[src/rtl/bb_hakem_if.sv]
// Bus bundle between the instruction-memory arbiter, its two requesters and the BRAM.
// Members:
//   fetch  : gt_istek_g, gt_adres_g, gt_iptal_g -> gt_hazir_c, gt_yanit_{gecerli,veri,hata}_c
//   loader : yk_istek_g, yk_yaz_g, yk_kilit_g, yk_adres_g, yk_veri_g, yk_maske_g
//            -> yk_hazir_c, yk_yanit_{gecerli,veri,hata}_c
//   BRAM   : bb_addra_c, bb_ena_c, bb_wea_c, bb_dina_c <- bb_douta_g
// slave modport is the arbiter side, master is the requester/memory side.
interface bb_hakem_if #(
  parameter int unsigned ADRES_BIT     = 32,
  parameter int unsigned BB_SOZCUK_BIT = 12
);
  logic                     gt_istek_g;
  logic [ADRES_BIT-1:0]     gt_adres_g;
  logic                     gt_hazir_c;
  logic                     gt_iptal_g;
  logic                     gt_yanit_gecerli_c;
  logic [31:0]              gt_yanit_veri_c;
  logic                     gt_yanit_hata_c;

  logic                     yk_istek_g;
  logic                     yk_yaz_g;
  logic                     yk_kilit_g;
  logic [ADRES_BIT-1:0]     yk_adres_g;
  logic [31:0]              yk_veri_g;
  logic [3:0]               yk_maske_g;
  logic                     yk_hazir_c;
  logic                     yk_yanit_gecerli_c;
  logic [31:0]              yk_yanit_veri_c;
  logic                     yk_yanit_hata_c;

  logic [BB_SOZCUK_BIT-1:0] bb_addra_c;
  logic                     bb_ena_c;
  logic [3:0]               bb_wea_c;
  logic [31:0]              bb_dina_c;
  logic [31:0]              bb_douta_g;

  modport slave (
    input  gt_istek_g, gt_adres_g, gt_iptal_g,
    output gt_hazir_c, gt_yanit_gecerli_c, gt_yanit_veri_c, gt_yanit_hata_c,
    input  yk_istek_g, yk_yaz_g, yk_kilit_g, yk_adres_g, yk_veri_g, yk_maske_g,
    output yk_hazir_c, yk_yanit_gecerli_c, yk_yanit_veri_c, yk_yanit_hata_c,
    output bb_addra_c, bb_ena_c, bb_wea_c, bb_dina_c,
    input  bb_douta_g
  );

  modport master (
    output gt_istek_g, gt_adres_g, gt_iptal_g,
    input  gt_hazir_c, gt_yanit_gecerli_c, gt_yanit_veri_c, gt_yanit_hata_c,
    output yk_istek_g, yk_yaz_g, yk_kilit_g, yk_adres_g, yk_veri_g, yk_maske_g,
    input  yk_hazir_c, yk_yanit_gecerli_c, yk_yanit_veri_c, yk_yanit_hata_c,
    input  bb_addra_c, bb_ena_c, bb_wea_c, bb_dina_c,
    output bb_douta_g
  );
endinterface

[src/rtl/bb_hakem.sv]
// Arbiter for the single instruction-memory BRAM port shared by the fetch front end
// (read-only) and the program loader (read/write). Checks address range/alignment,
// arbitrates round-robin with an optional loader lock bounded by KILIT_SINIR, and
// routes the 1-cycle BRAM response back to the owner.
// Ports:
//   clk_g  : clock, all state on the rising edge
//   rst_g  : synchronous active-high reset
//   bus    : bb_hakem_if.slave (fetch, loader and BRAM signals)
module bb_hakem #(
  parameter int unsigned          ADRES_BIT     = 32,
  parameter logic [ADRES_BIT-1:0] BB_TABAN_ADR  = ADRES_BIT'(32'h0000_1000),
  parameter int unsigned          BB_SOZCUK_BIT = 12,
  parameter int unsigned          KILIT_SINIR   = 64
) (
  input  logic       clk_g,
  input  logic       rst_g,
  bb_hakem_if.slave  bus
);

  localparam int unsigned          SAYAC_BIT = $clog2(KILIT_SINIR + 1);
  localparam logic [ADRES_BIT-1:0] BB_BOYUT  = ADRES_BIT'(64'(4) << BB_SOZCUK_BIT);
  localparam logic [SAYAC_BIT-1:0] SAYAC_SON = SAYAC_BIT'(KILIT_SINIR);

  typedef enum logic {SERBEST = 1'b0, KILITLI = 1'b1} durum_t;

  // Offset is taken at full address width so addresses below base cannot alias.
  function automatic logic adres_gecerli(input logic [ADRES_BIT-1:0] a);
    logic [ADRES_BIT-1:0] ofs;
    ofs = a - BB_TABAN_ADR;
    return (a[1:0] == 2'b00) && (a >= BB_TABAN_ADR) && (ofs < BB_BOYUT);
  endfunction

  function automatic logic [BB_SOZCUK_BIT-1:0] kelime_adres(input logic [ADRES_BIT-1:0] a);
    return BB_SOZCUK_BIT'((a - BB_TABAN_ADR) >> 2);
  endfunction

  durum_t               r_durum, w_durum_sonraki;
  logic [SAYAC_BIT-1:0] r_sayac, w_sayac_sonraki;
  logic                 r_son_yk, w_son_yk_sonraki;        // last grant went to loader
  logic                 r_gt_oncelik, w_gt_oncelik_sonraki; // fetch wins next SERBEST cycle
  logic                 w_gt_kabul, w_yk_kabul;

  logic                 r_yanit_gecerli, r_yanit_yk, r_yanit_hata, r_yanit_yaz;

  logic                 w_gt_yasal, w_yk_yasal, w_erisim, w_yazma;
  logic [ADRES_BIT-1:0] w_sec_adres;
  logic [31:0]          w_yanit_veri;
  logic                 w_gt_yanit, w_yk_yanit;

  // Arbitration and lock state machine; nothing is granted while reset is asserted.
  always_comb begin
    w_durum_sonraki      = r_durum;
    w_sayac_sonraki      = r_sayac;
    w_son_yk_sonraki     = r_son_yk;
    w_gt_oncelik_sonraki = r_gt_oncelik;
    w_gt_kabul           = 1'b0;
    w_yk_kabul           = 1'b0;
    if (!rst_g) begin
      case (r_durum)
        SERBEST: begin
          w_gt_oncelik_sonraki = 1'b0;
          if (bus.gt_istek_g && bus.yk_istek_g) begin
            if (r_gt_oncelik || r_son_yk) w_gt_kabul = 1'b1;
            else                          w_yk_kabul = 1'b1;
          end else if (bus.gt_istek_g) begin
            w_gt_kabul = 1'b1;
          end else if (bus.yk_istek_g) begin
            w_yk_kabul = 1'b1;
          end
          if (w_yk_kabul && bus.yk_kilit_g) begin
            w_durum_sonraki = KILITLI;
            w_sayac_sonraki = '0;
          end
        end
        KILITLI: begin
          w_yk_kabul = bus.yk_istek_g;
          if (w_yk_kabul && bus.gt_istek_g) w_sayac_sonraki = r_sayac + SAYAC_BIT'(1);
          // Lock release and starvation limit merge into one return to SERBEST.
          if (!bus.yk_kilit_g || (w_sayac_sonraki == SAYAC_SON)) w_durum_sonraki = SERBEST;
          if (w_sayac_sonraki == SAYAC_SON) w_gt_oncelik_sonraki = 1'b1;
        end
        default: w_durum_sonraki = SERBEST;
      endcase
      if (w_gt_kabul) w_son_yk_sonraki = 1'b0;
      if (w_yk_kabul) w_son_yk_sonraki = 1'b1;
    end
  end

  // Arbiter state and the response pipeline stage.
  always_ff @(posedge clk_g) begin
    if (rst_g) begin
      r_durum         <= SERBEST;
      r_sayac         <= '0;
      r_son_yk        <= 1'b1;
      r_gt_oncelik    <= 1'b0;
      r_yanit_gecerli <= 1'b0;
      r_yanit_yk      <= 1'b0;
      r_yanit_hata    <= 1'b0;
      r_yanit_yaz     <= 1'b0;
    end else begin
      r_durum         <= w_durum_sonraki;
      r_sayac         <= w_sayac_sonraki;
      r_son_yk        <= w_son_yk_sonraki;
      r_gt_oncelik    <= w_gt_oncelik_sonraki;
      r_yanit_gecerli <= w_gt_kabul | w_yk_kabul;
      r_yanit_yk      <= w_yk_kabul;
      r_yanit_hata    <= w_yk_kabul ? ~w_yk_yasal : ~w_gt_yasal;
      r_yanit_yaz     <= w_yazma;
    end
  end

  // BRAM request path: only a granted legal access enables the port.
  always_comb begin
    w_gt_yasal  = adres_gecerli(bus.gt_adres_g);
    w_yk_yasal  = adres_gecerli(bus.yk_adres_g);
    w_sec_adres = w_yk_kabul ? bus.yk_adres_g : bus.gt_adres_g;
    w_erisim    = (w_gt_kabul & w_gt_yasal) | (w_yk_kabul & w_yk_yasal);
    w_yazma     = w_yk_kabul & bus.yk_yaz_g;
  end

  assign bus.gt_hazir_c = w_gt_kabul;
  assign bus.yk_hazir_c = w_yk_kabul;
  assign bus.bb_ena_c   = w_erisim;
  assign bus.bb_addra_c = w_erisim ? kelime_adres(w_sec_adres) : '0;
  assign bus.bb_wea_c   = (w_erisim && w_yazma) ? bus.yk_maske_g : 4'b0000;
  assign bus.bb_dina_c  = (w_erisim && w_yazma) ? bus.yk_veri_g  : 32'h0;

  // Response path: read data only for legal reads; writes and errors return zero.
  always_comb begin
    w_yanit_veri = (r_yanit_gecerli && !r_yanit_hata && !r_yanit_yaz) ? bus.bb_douta_g : 32'h0;
    w_gt_yanit   = r_yanit_gecerli & ~r_yanit_yk & ~bus.gt_iptal_g & ~rst_g;
    w_yk_yanit   = r_yanit_gecerli &  r_yanit_yk & ~rst_g;
  end

  assign bus.gt_yanit_gecerli_c = w_gt_yanit;
  assign bus.gt_yanit_veri_c    = w_gt_yanit ? w_yanit_veri : 32'h0;
  assign bus.gt_yanit_hata_c    = w_gt_yanit & r_yanit_hata;
  assign bus.yk_yanit_gecerli_c = w_yk_yanit;
  assign bus.yk_yanit_veri_c    = w_yk_yanit ? w_yanit_veri : 32'h0;
  assign bus.yk_yanit_hata_c    = w_yk_yanit & r_yanit_hata;

endmodule

[src/flat_wrapper.sv]
// flat-port wrapper written by rule: the top's interface ports become plain ports
module bb_hakem_flat 
#(
  parameter int unsigned          ADRES_BIT     = 32,
  parameter logic [ADRES_BIT-1:0] BB_TABAN_ADR  = ADRES_BIT'(32'h0000_1000),
  parameter int unsigned          BB_SOZCUK_BIT = 12,
  parameter int unsigned          KILIT_SINIR   = 64
)
  (clk_g, rst_g, bus_gt_istek_g, bus_gt_adres_g, bus_gt_iptal_g, bus_gt_hazir_c, bus_gt_yanit_gecerli_c, bus_gt_yanit_veri_c, bus_gt_yanit_hata_c, bus_yk_istek_g, bus_yk_yaz_g, bus_yk_kilit_g, bus_yk_adres_g, bus_yk_veri_g, bus_yk_maske_g, bus_yk_hazir_c, bus_yk_yanit_gecerli_c, bus_yk_yanit_veri_c, bus_yk_yanit_hata_c, bus_bb_addra_c, bus_bb_ena_c, bus_bb_wea_c, bus_bb_dina_c, bus_bb_douta_g);
  bb_hakem_if #(.ADRES_BIT(ADRES_BIT), .BB_SOZCUK_BIT(BB_SOZCUK_BIT)) bus_i ();
  input  logic clk_g;
  input  logic rst_g;
  input wire logic [$bits(bus_i.gt_istek_g)-1:0] bus_gt_istek_g;
  input wire logic [$bits(bus_i.gt_adres_g)-1:0] bus_gt_adres_g;
  input wire logic [$bits(bus_i.gt_iptal_g)-1:0] bus_gt_iptal_g;
  output wire logic [$bits(bus_i.gt_hazir_c)-1:0] bus_gt_hazir_c;
  output wire logic [$bits(bus_i.gt_yanit_gecerli_c)-1:0] bus_gt_yanit_gecerli_c;
  output wire logic [$bits(bus_i.gt_yanit_veri_c)-1:0] bus_gt_yanit_veri_c;
  output wire logic [$bits(bus_i.gt_yanit_hata_c)-1:0] bus_gt_yanit_hata_c;
  input wire logic [$bits(bus_i.yk_istek_g)-1:0] bus_yk_istek_g;
  input wire logic [$bits(bus_i.yk_yaz_g)-1:0] bus_yk_yaz_g;
  input wire logic [$bits(bus_i.yk_kilit_g)-1:0] bus_yk_kilit_g;
  input wire logic [$bits(bus_i.yk_adres_g)-1:0] bus_yk_adres_g;
  input wire logic [$bits(bus_i.yk_veri_g)-1:0] bus_yk_veri_g;
  input wire logic [$bits(bus_i.yk_maske_g)-1:0] bus_yk_maske_g;
  output wire logic [$bits(bus_i.yk_hazir_c)-1:0] bus_yk_hazir_c;
  output wire logic [$bits(bus_i.yk_yanit_gecerli_c)-1:0] bus_yk_yanit_gecerli_c;
  output wire logic [$bits(bus_i.yk_yanit_veri_c)-1:0] bus_yk_yanit_veri_c;
  output wire logic [$bits(bus_i.yk_yanit_hata_c)-1:0] bus_yk_yanit_hata_c;
  output wire logic [$bits(bus_i.bb_addra_c)-1:0] bus_bb_addra_c;
  output wire logic [$bits(bus_i.bb_ena_c)-1:0] bus_bb_ena_c;
  output wire logic [$bits(bus_i.bb_wea_c)-1:0] bus_bb_wea_c;
  output wire logic [$bits(bus_i.bb_dina_c)-1:0] bus_bb_dina_c;
  input wire logic [$bits(bus_i.bb_douta_g)-1:0] bus_bb_douta_g;
  assign bus_i.gt_istek_g = bus_gt_istek_g;
  assign bus_i.gt_adres_g = bus_gt_adres_g;
  assign bus_i.gt_iptal_g = bus_gt_iptal_g;
  assign bus_gt_hazir_c = bus_i.gt_hazir_c;
  assign bus_gt_yanit_gecerli_c = bus_i.gt_yanit_gecerli_c;
  assign bus_gt_yanit_veri_c = bus_i.gt_yanit_veri_c;
  assign bus_gt_yanit_hata_c = bus_i.gt_yanit_hata_c;
  assign bus_i.yk_istek_g = bus_yk_istek_g;
  assign bus_i.yk_yaz_g = bus_yk_yaz_g;
  assign bus_i.yk_kilit_g = bus_yk_kilit_g;
  assign bus_i.yk_adres_g = bus_yk_adres_g;
  assign bus_i.yk_veri_g = bus_yk_veri_g;
  assign bus_i.yk_maske_g = bus_yk_maske_g;
  assign bus_yk_hazir_c = bus_i.yk_hazir_c;
  assign bus_yk_yanit_gecerli_c = bus_i.yk_yanit_gecerli_c;
  assign bus_yk_yanit_veri_c = bus_i.yk_yanit_veri_c;
  assign bus_yk_yanit_hata_c = bus_i.yk_yanit_hata_c;
  assign bus_bb_addra_c = bus_i.bb_addra_c;
  assign bus_bb_ena_c = bus_i.bb_ena_c;
  assign bus_bb_wea_c = bus_i.bb_wea_c;
  assign bus_bb_dina_c = bus_i.bb_dina_c;
  assign bus_i.bb_douta_g = bus_bb_douta_g;
  bb_hakem #(.ADRES_BIT(ADRES_BIT), .BB_TABAN_ADR(BB_TABAN_ADR), .BB_SOZCUK_BIT(BB_SOZCUK_BIT), .KILIT_SINIR(KILIT_SINIR)) u_core (.clk_g(clk_g), .rst_g(rst_g), .bus(bus_i));
endmodule
[config.mk]
export PLATFORM = sky130hd
export DESIGN_NAME = bb_hakem_flat
export DESIGN_NICKNAME = d
export VERILOG_FILES = /design/src/rtl/bb_hakem_if.sv /design/src/rtl/bb_hakem.sv /design/src/flat_wrapper.sv
export SDC_FILE = /design/constraint.sdc
export NUM_CORES = 1
export LEC_CHECK = 0
export CAP_MARGIN = 20
export CORE_AREA = 2 2 100 102
export CTS_CLUSTER_SIZE = 14
export DETAILED_ROUTE_END_ITERATION = 10
export DIE_AREA = 0 0 102 104
export PLACE_DENSITY_LB_ADDON = 0.15
export SETUP_SLACK_MARGIN = 0.02
export SYNTH_ARGS = -nofsm -noshare
export SYNTH_HDL_FRONTEND = slang
export SYNTH_SLANG_ARGS = --single-unit
[constraint.sdc]
create_clock -name clk_g -period 7.2 [get_ports clk_g]
set_input_delay 2.16 -clock clk_g [delete_from_list [all_inputs] [get_ports clk_g]]
set_output_delay 2.16 -clock clk_g [all_outputs]
set_load 0.005 [all_outputs]
==> qor.yml <==
grt_pass1_vias: 2668
gp_congestion: 0.792
path_class: "primary input to output port"
final_cell_mix: "clkdlybuf4s50_1 (257), and2_1 (104), dfxtp_1 (14)"
ys_seq_elements: 14
cpMostUsedCell: "clkdlybuf4s50_1"
crit_chain: "clkdlybuf4s50_1 -> nor4_2 -> nand4_2 -> nor4_4 -> a22o_1 -> clkdlybuf4s50_1"
p_leak_uw: 0.00173
arrival_ns: 4.54
critPathSlowestCell: "nor4_4"
yosys_cells: 245
ys_seq_share_pct: 15.4
nNetsFinal: 640
chip_area_mm2: 0.0106
ff2ff_path_depth: 5
whs_path_depth: 2
lay_top_count: "clkdlybuf4s50_1"
startpoint: "bus_yk_adres_g[17]"
crit_fanout: 13
pwr-share-comb_pct: 40.0
rsz0062_at_grt: "no"
dr_wl_met3_mm: 1.02
cts_hold_buf: 0
synthFlopType: "dfxtp_1"
drive_above_1_share_pct: 4.81
synth_cells: 245
gr-total-overflow: 0
via_count: 2769
seq-power_uw: 82.2
intPower_uw: 207
grt_usage_pct: 17.6
synth_warnings: 0
cts_setup_buffers: 0
finalSetupViolCount: 0
status: "finished clean"
avgViaCountPerCell: 4.38
hold_path_end: "u_core.r_gt_oncelik"
regArea_um2: 280
yosysChipArea_mm2: 0.00182
cts.sinks: 14
## run 1: cell usage after synthesis, drive strengths merged (2+ instances only)
master  number  share of area [%]
a21oi        6                1.7
a22o        11                5.3
a22oi        3                1.2
a31oi        3                1.0
and2       104                 36
and3         6                2.1
and4b        2                1.1
buf          6                3.0
clkbuf       7                1.7
dfxtp       14                 15
inv          6                1.2
nand2        8                1.7
nand3        4                1.1
nor2         8                1.7
nor3         8                2.8
nor4        10                5.0
o211a        2                1.1
o21a         3                1.2
o21ai        7                2.1
or2          2               0.69
xnor2        3                1.4
xor2         3                1.4
## run 1: registers in the layout (all words and copies together) (netlist names)
name	count
u_core.r_yanit_yaz	1
u_core.r_yanit_gecerli	1
u_core.r_yanit_yk	1
u_core.r_gt_oncelik	1
u_core.r_son_yk	1
u_core.r_durum	1
u_core.r_sayac	7
u_core.r_yanit_hata	1
## run 1: metrics by stage
step	setup slack (ns)	cell area, µm²
floorplan	1.77	1820
global placement	0.384	4520
detailed placement	0.431	4520
CTS	0.422	4570
global route	0.322	4570
finish	0.499	4570
## run 1: per-layer routing
layer,GRT usage (%),vias up
met3,4.77,14
li1,-,1368
met2,33.0,183
met1,19.1,1204
met4,4.19,0
met5,0,-
## run 1: cell families (layout without fill, tap and decap cells)
family                   Yosys count  in the layout  synth area share [%]
AND/OR/NAND/NOR                  160            160                  56.2
AND-OR/OR-AND                     43             43                  17.8
buffers and inverters             19            273                  5.85
flip-flops                        14             14                  15.4
XOR/XNOR                           6              6                  2.89
multiplexers                       2              2                  1.17
adder cells (fa/ha/maj)            1              1                 0.688
## run 1: cell type report
cell class	instances	area share [%]
clock buffers	4	1.20
inverters	6	0.492
multi-input cells	212	31.3
flip-flops and latches	14	6.13
well taps	133	3.64
repair buffers	263	57.2
==> run_1/density.png <==
(4 px per µm) 10 x 10 tiles, from dark blue (low) to red (high), 0 to 100% covered.
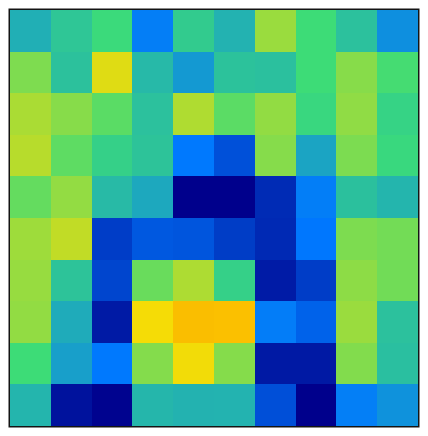
4.0% of the tiles are nearly empty. The emptiest ninth of the die: center. 2.0% of the tiles are over 75% full. The mean over all tiles is 42%. The fullest tile reaches 78%.
Initial Util: 19.0%
final core occ: 47.9%

==> run_1/port_nets.png <==
(3 px per µm)
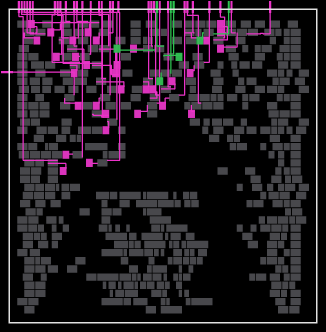
Magenta stands for bus_bb_dina_c, direction output, edge 31 top, 1 left, end cells 32, buffers 32, wire 981 µm. Green stands for bus_bb_wea_c, direction output, edge top, end cells 4, buffers 4, wire 85.6 µm.
PortBufs: 257
IO Count: 258

==> run_1/final_congestion.png <==
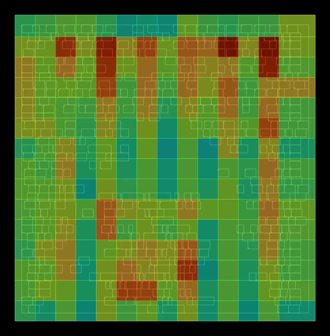
GR Layer Usage met1: 19.1%
met2 Use GR: 33.0%
gr busiest metal: met2

Power and IR drop assume default switching activity.
